==> config.mk <==
export PLATFORM = sky130hd
export DESIGN_NAME = plic_gateway_flat
export DESIGN_NICKNAME = d
export VERILOG_FILES = /design/src/rtl/plic_gateway_pkg.sv /design/src/rtl/plic_gateway_if.sv /design/src/rtl/plic_gateway_cell.sv /design/src/rtl/plic_gateway.sv /design/src/flat_wrapper.sv
export SDC_FILE = /design/constraint.sdc
export NUM_CORES = 1
export LEC_CHECK = 0
export CAP_MARGIN = 40
export CELL_PAD_IN_SITES_DETAIL_PLACEMENT = 0
export CELL_PAD_IN_SITES_GLOBAL_PLACEMENT = 2
export CORE_ASPECT_RATIO = 0.8
export CORE_MARGIN = 2
export CORE_UTILIZATION = 40
export CTS_BUF_LIST = sky130_fd_sc_hd__clkbuf_8 sky130_fd_sc_hd__clkbuf_16
export DETAILED_ROUTE_END_ITERATION = 8
export GPL_TIMING_DRIVEN = 0
export PLACE_DENSITY = 0.81
export SLEW_MARGIN = 20
export SYNTH_ARGS = -nofsm -noshare
export SYNTH_HDL_FRONTEND = slang
export SYNTH_SLANG_ARGS = --single-unit
==> constraint.sdc <==
create_clock -name clk_i -period 25.8 [get_ports clk_i]
set_input_delay 5.16 -clock clk_i [delete_from_list [all_inputs] [get_ports clk_i]]
set_output_delay 5.16 -clock clk_i [all_outputs]
set_load 0.05 [all_outputs]
==> src/rtl/plic_gateway_pkg.sv <==
// Shared types and constants for the PLIC interrupt gateway array.
// State encodings match the PLIC define set (IDLE=0, PEND=1, INFL=2).
package plic_gateway_pkg;
  localparam int GWP_WIDTH = 3;
  localparam logic TM_LEVL = 1'b0;
  localparam logic TM_EDGE = 1'b1;

  typedef enum logic [1:0] {
    GW_IDLE = 2'd0,
    GW_PEND = 2'd1,
    GW_INFL = 2'd2
  } gw_state_e;
endpackage

==> src/rtl/plic_gateway_if.sv <==
// Control, source lines and claim/complete handshake between PLIC core and gateway.
// master = core/control side, slave = gateway array.
interface plic_gateway_if #(
  parameter int IRQ_NUM   = 32,
  parameter int CNT_WIDTH = 3,
  parameter int ID_WIDTH  = $clog2(IRQ_NUM)
);
  logic                 en_i;
  logic [CNT_WIDTH-1:0] tnm_i;
  logic [IRQ_NUM-1:0]   tm_i;
  logic [IRQ_NUM-1:0]   irq_i;
  logic                 claim_i;
  logic [ID_WIDTH-1:0]  claim_id_i;
  logic                 complete_i;
  logic [ID_WIDTH-1:0]  complete_id_i;
  logic [IRQ_NUM-1:0]   ip_o;
  logic [IRQ_NUM-1:0]   busy_o;

  modport master (
    output en_i, tnm_i, tm_i, irq_i, claim_i, claim_id_i, complete_i, complete_id_i,
    input  ip_o, busy_o
  );
  modport slave (
    input  en_i, tnm_i, tm_i, irq_i, claim_i, claim_id_i, complete_i, complete_id_i,
    output ip_o, busy_o
  );
endinterface

==> src/rtl/plic_gateway_cell.sv <==
// One gateway source: 2-flop sync, edge detect, saturating edge counter, IDLE/PEND/INFL FSM.
// Latency 3 edges from first edge sampling irq high to ip; no backpressure, claim/complete strobes.
module plic_gw_cell
  import plic_gateway_pkg::*;
#(
  parameter int CNT_WIDTH = GWP_WIDTH
) (
  input  logic                 clk_i,
  input  logic                 rst_i,
  input  logic                 i_en,
  input  logic [CNT_WIDTH-1:0] i_tnm,
  input  logic                 i_tm,
  input  logic                 i_irq,
  input  logic                 i_claim,
  input  logic                 i_complete,
  output logic                 o_ip,
  output logic                 o_busy
);
  logic                 r_s1, r_s2, r_s3, r_tm;
  logic [CNT_WIDTH-1:0] r_cnt;
  gw_state_e            r_state, w_state_nxt;

  logic                 w_rise, w_inc, w_take, w_req;
  logic [CNT_WIDTH-1:0] w_lim, w_base, w_cnt_nxt;

  always_ff @(posedge clk_i or posedge rst_i) begin
    if (rst_i) begin
      r_s1 <= 1'b0;
      r_s2 <= 1'b0;
      r_s3 <= 1'b0;
      r_tm <= TM_LEVL;
    end else begin
      r_s1 <= i_irq;
      r_s2 <= r_s1;
      r_s3 <= r_s2;
      r_tm <= i_tm;
    end
  end

  // An edge arriving in the same cycle it is consumed lets the source go
  // straight to PEND, so edge latency equals level latency.
  always_comb begin
    w_rise    = r_s2 & ~r_s3;
    w_lim     = (i_tnm == '0) ? CNT_WIDTH'(1) : i_tnm;
    w_base    = (r_cnt > w_lim) ? w_lim : r_cnt;
    w_inc     = (i_tm == TM_EDGE) & i_en & w_rise & (w_base < w_lim);
    w_req     = i_en & ((i_tm == TM_EDGE) ? ((w_base != '0) | w_inc) : r_s2);
    w_take    = (r_state == GW_IDLE) & w_req & (i_tm == TM_EDGE);
    w_cnt_nxt = w_base + CNT_WIDTH'(w_inc) - CNT_WIDTH'(w_take);
    if (i_tm != r_tm) w_cnt_nxt = '0;
  end

  always_ff @(posedge clk_i or posedge rst_i) begin
    if (rst_i) r_cnt <= '0;
    else       r_cnt <= w_cnt_nxt;
  end

  always_ff @(posedge clk_i or posedge rst_i) begin
    if (rst_i) r_state <= GW_IDLE;
    else       r_state <= w_state_nxt;
  end

  always_comb begin
    w_state_nxt = r_state;
    case (r_state)
      GW_IDLE: if (w_req)      w_state_nxt = GW_PEND;
      GW_PEND: if (i_claim)    w_state_nxt = GW_INFL;
      GW_INFL: if (i_complete) w_state_nxt = GW_IDLE;
      default:                 w_state_nxt = GW_IDLE;
    endcase
  end

  assign o_ip   = (r_state == GW_PEND);
  assign o_busy = (r_state == GW_INFL);
endmodule

==> src/rtl/plic_gateway.sv <==
// Gateway array for sources 1..IRQ_NUM-1; source 0 is reserved and tied off.
// Claim/complete IDs decoded to one-hot strobes; no backpressure.
module plic_gateway
  import plic_gateway_pkg::*;
#(
  parameter int IRQ_NUM   = 32,
  parameter int CNT_WIDTH = GWP_WIDTH,
  parameter int ID_WIDTH  = $clog2(IRQ_NUM)
) (
  input  logic           clk_i,
  input  logic           rst_i,
  plic_gateway_if.slave  bus
);
  logic [IRQ_NUM-1:0] w_ip, w_busy;
  logic [IRQ_NUM-1:1] w_claim_oh, w_complete_oh;
  logic               w_unused_src0;

  assign w_ip[0]       = 1'b0;
  assign w_busy[0]     = 1'b0;
  assign w_unused_src0 = bus.irq_i[0] ^ bus.tm_i[0];

  for (genvar k = 1; k < IRQ_NUM; k++) begin : g_src
    assign w_claim_oh[k]    = bus.claim_i    && (bus.claim_id_i    == ID_WIDTH'(k));
    assign w_complete_oh[k] = bus.complete_i && (bus.complete_id_i == ID_WIDTH'(k));

    plic_gw_cell #(
      .CNT_WIDTH (CNT_WIDTH)
    ) u_cell (
      .clk_i      (clk_i),
      .rst_i      (rst_i),
      .i_en       (bus.en_i),
      .i_tnm      (bus.tnm_i),
      .i_tm       (bus.tm_i[k]),
      .i_irq      (bus.irq_i[k]),
      .i_claim    (w_claim_oh[k]),
      .i_complete (w_complete_oh[k]),
      .o_ip       (w_ip[k]),
      .o_busy     (w_busy[k])
    );
  end

  assign bus.ip_o   = w_ip;
  assign bus.busy_o = w_busy;
endmodule

==> src/flat_wrapper.sv <==
// flat-port wrapper written by rule: the top's interface ports become plain ports
module plic_gateway_flat import plic_gateway_pkg::*;
#(
  parameter int IRQ_NUM   = 32,
  parameter int CNT_WIDTH = GWP_WIDTH,
  parameter int ID_WIDTH  = $clog2(IRQ_NUM)
)
  (clk_i, rst_i, bus_en_i, bus_tnm_i, bus_tm_i, bus_irq_i, bus_claim_i, bus_claim_id_i, bus_complete_i, bus_complete_id_i, bus_ip_o, bus_busy_o);
  plic_gateway_if #(.IRQ_NUM(IRQ_NUM), .CNT_WIDTH(CNT_WIDTH), .ID_WIDTH(ID_WIDTH)) bus_i ();
  input  logic clk_i;
  input  logic rst_i;
  input wire logic [$bits(bus_i.en_i)-1:0] bus_en_i;
  input wire logic [$bits(bus_i.tnm_i)-1:0] bus_tnm_i;
  input wire logic [$bits(bus_i.tm_i)-1:0] bus_tm_i;
  input wire logic [$bits(bus_i.irq_i)-1:0] bus_irq_i;
  input wire logic [$bits(bus_i.claim_i)-1:0] bus_claim_i;
  input wire logic [$bits(bus_i.claim_id_i)-1:0] bus_claim_id_i;
  input wire logic [$bits(bus_i.complete_i)-1:0] bus_complete_i;
  input wire logic [$bits(bus_i.complete_id_i)-1:0] bus_complete_id_i;
  output wire logic [$bits(bus_i.ip_o)-1:0] bus_ip_o;
  output wire logic [$bits(bus_i.busy_o)-1:0] bus_busy_o;
  assign bus_i.en_i = bus_en_i;
  assign bus_i.tnm_i = bus_tnm_i;
  assign bus_i.tm_i = bus_tm_i;
  assign bus_i.irq_i = bus_irq_i;
  assign bus_i.claim_i = bus_claim_i;
  assign bus_i.claim_id_i = bus_claim_id_i;
  assign bus_i.complete_i = bus_complete_i;
  assign bus_i.complete_id_i = bus_complete_id_i;
  assign bus_ip_o = bus_i.ip_o;
  assign bus_busy_o = bus_i.busy_o;
  plic_gateway #(.IRQ_NUM(IRQ_NUM), .CNT_WIDTH(CNT_WIDTH), .ID_WIDTH(ID_WIDTH)) u_core (.clk_i(clk_i), .rst_i(rst_i), .bus(bus_i));
endmodule
**PDN straps and rails**

The bar under the picture is 50 um long. Pins as bars on the die edge.
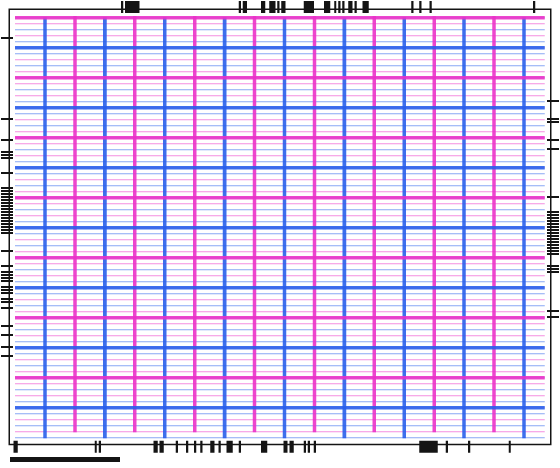
- magenta: VDD
- blue: VSS
- met5 straps: 14
- met4 straps: 17
core area: 45700 um2
width of the die: 245 um
maximum vdd ir drop: 0.0000589 V

**Placed cells, one color a class**

The bar under the picture is 50 um long.
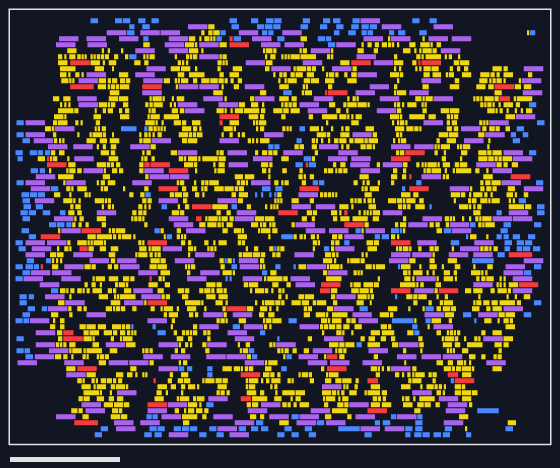
- purple: flip-flops (cells 279; share of their area 33%)
- blue: other buffers and delay cells (cells 247; share of their area 11%)
- yellow: all other logic (cells 1557; share of their area 51%)
- red: clock drivers and dummy loads (cells 61; share of their area 5.5%)
final cell utilization of the core: 0.485
final design area excluding fillers: 22200 um2
Seq/total area: 0.315
Core Rows: 70

**Clock distribution**

The bar under the picture is 50 um long.
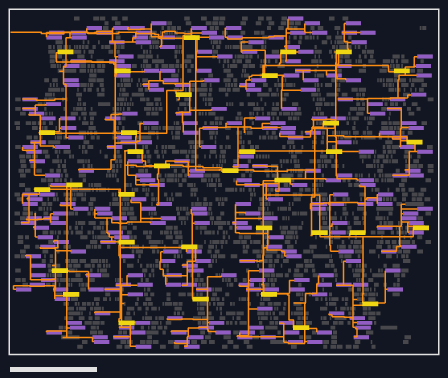
- yellow: cells driving clock nets (count 34)
- orange: clock wires (length 4490 um)
- purple: flip-flops (count 279)
- routed clock nets: 35
setup clock skew after layout: 18.1 ps
power attributed to the clock group: 508 uW
proportion of power drawn by the clock network: 0.229

**Signal wires by layer**

Two of the layers only.
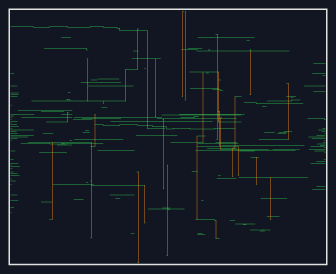
- orange: met4 (wire length 1250 um)
- green: met3 (wire length 2680 um)
via total after detailed routing: 14400
Final Routed Wirelength: 53200 um
overall track demand over capacity in global routing: 0.224
WL per Instance: 19.3 um

==> impl_metrics.toml <==
# flow metrics
[power_and_ir_drop]
post-layout-total-power_uw = 2220
intPower_uw = 1330

[final_timing]
period_used_share = 0.423
slew_headroom = 0.468

[place]
port-buffer-count = 139

[cts]
cts-resized-gates = 0
h_tree_depth = 2
clkSlewWorstSetupHoldPaths_ps = 60

[global_route]
top_usage_layer = "met2"
fraction_of_met3_tracks_used_by_global_routing = 0.0364
maximum_number_of_pins_on_one_net_before_global_route_repair = 89

[logic_synthesis]
yosys-stat-cells = 1926
synthXorXnorAreaFrac = 0.0364
async_flop_share = 1.00
compound_area_frac = 0.119
flop_cell = "sky130_fd_sc_hd__dfrtp_1"
area_leaders = "sky130_fd_sc_hd__dfrtp_1, sky130_fd_sc_hd__ha_1, sky130_fd_sc_hd__inv_1"

[finish]
layout-area-overhead-vs-synth_pct = 19.6
layout.sequential_cells = 279
multiInputGateArea_um2 = 10300
max_reg_flops = 93
layout.cells.most_common = "sky130_fd_sc_hd__dfrtp_1"

[critical_path]
critical_path_arrival_ps = 11330
ff2ff_setup_slack_ps = 21400

[outcome]
outcome = "completed"

[detailed_routing]
detailed_router_iteration_count_before_antenna_repair = 5
==> power groups by stage <==
stage,combinational (uW),clock [uW],sequential (uW)
2_1_floorplan,859,0,586
3_3_place_gp,1070,0,605
3_5_place_dp,1100,0,606
4_1_cts,1110,521,599
5_1_grt,1260,539,613
6_report,1110,508,601
==> stage by stage <==
| step | setup WS, ps | utilization | area (um2) | hold slack (ps) |
|---|---|---|---|---|
| 2_1_floorplan | 12950 | - | 18600 | 331 |
| 3_3_place_gp | 8600 | 0.453 | 20700 | 331 |
| 3_5_place_dp | 14330 | 0.459 | 21000 | 335 |
| 4_1_cts | 14880 | 0.485 | 22200 | 348 |
| 5_1_grt | 14430 | 0.485 | 22200 | 353 |
| 6_report | 14900 | 0.485 | 22200 | 348 |
Power and IR drop assume default switching activity.
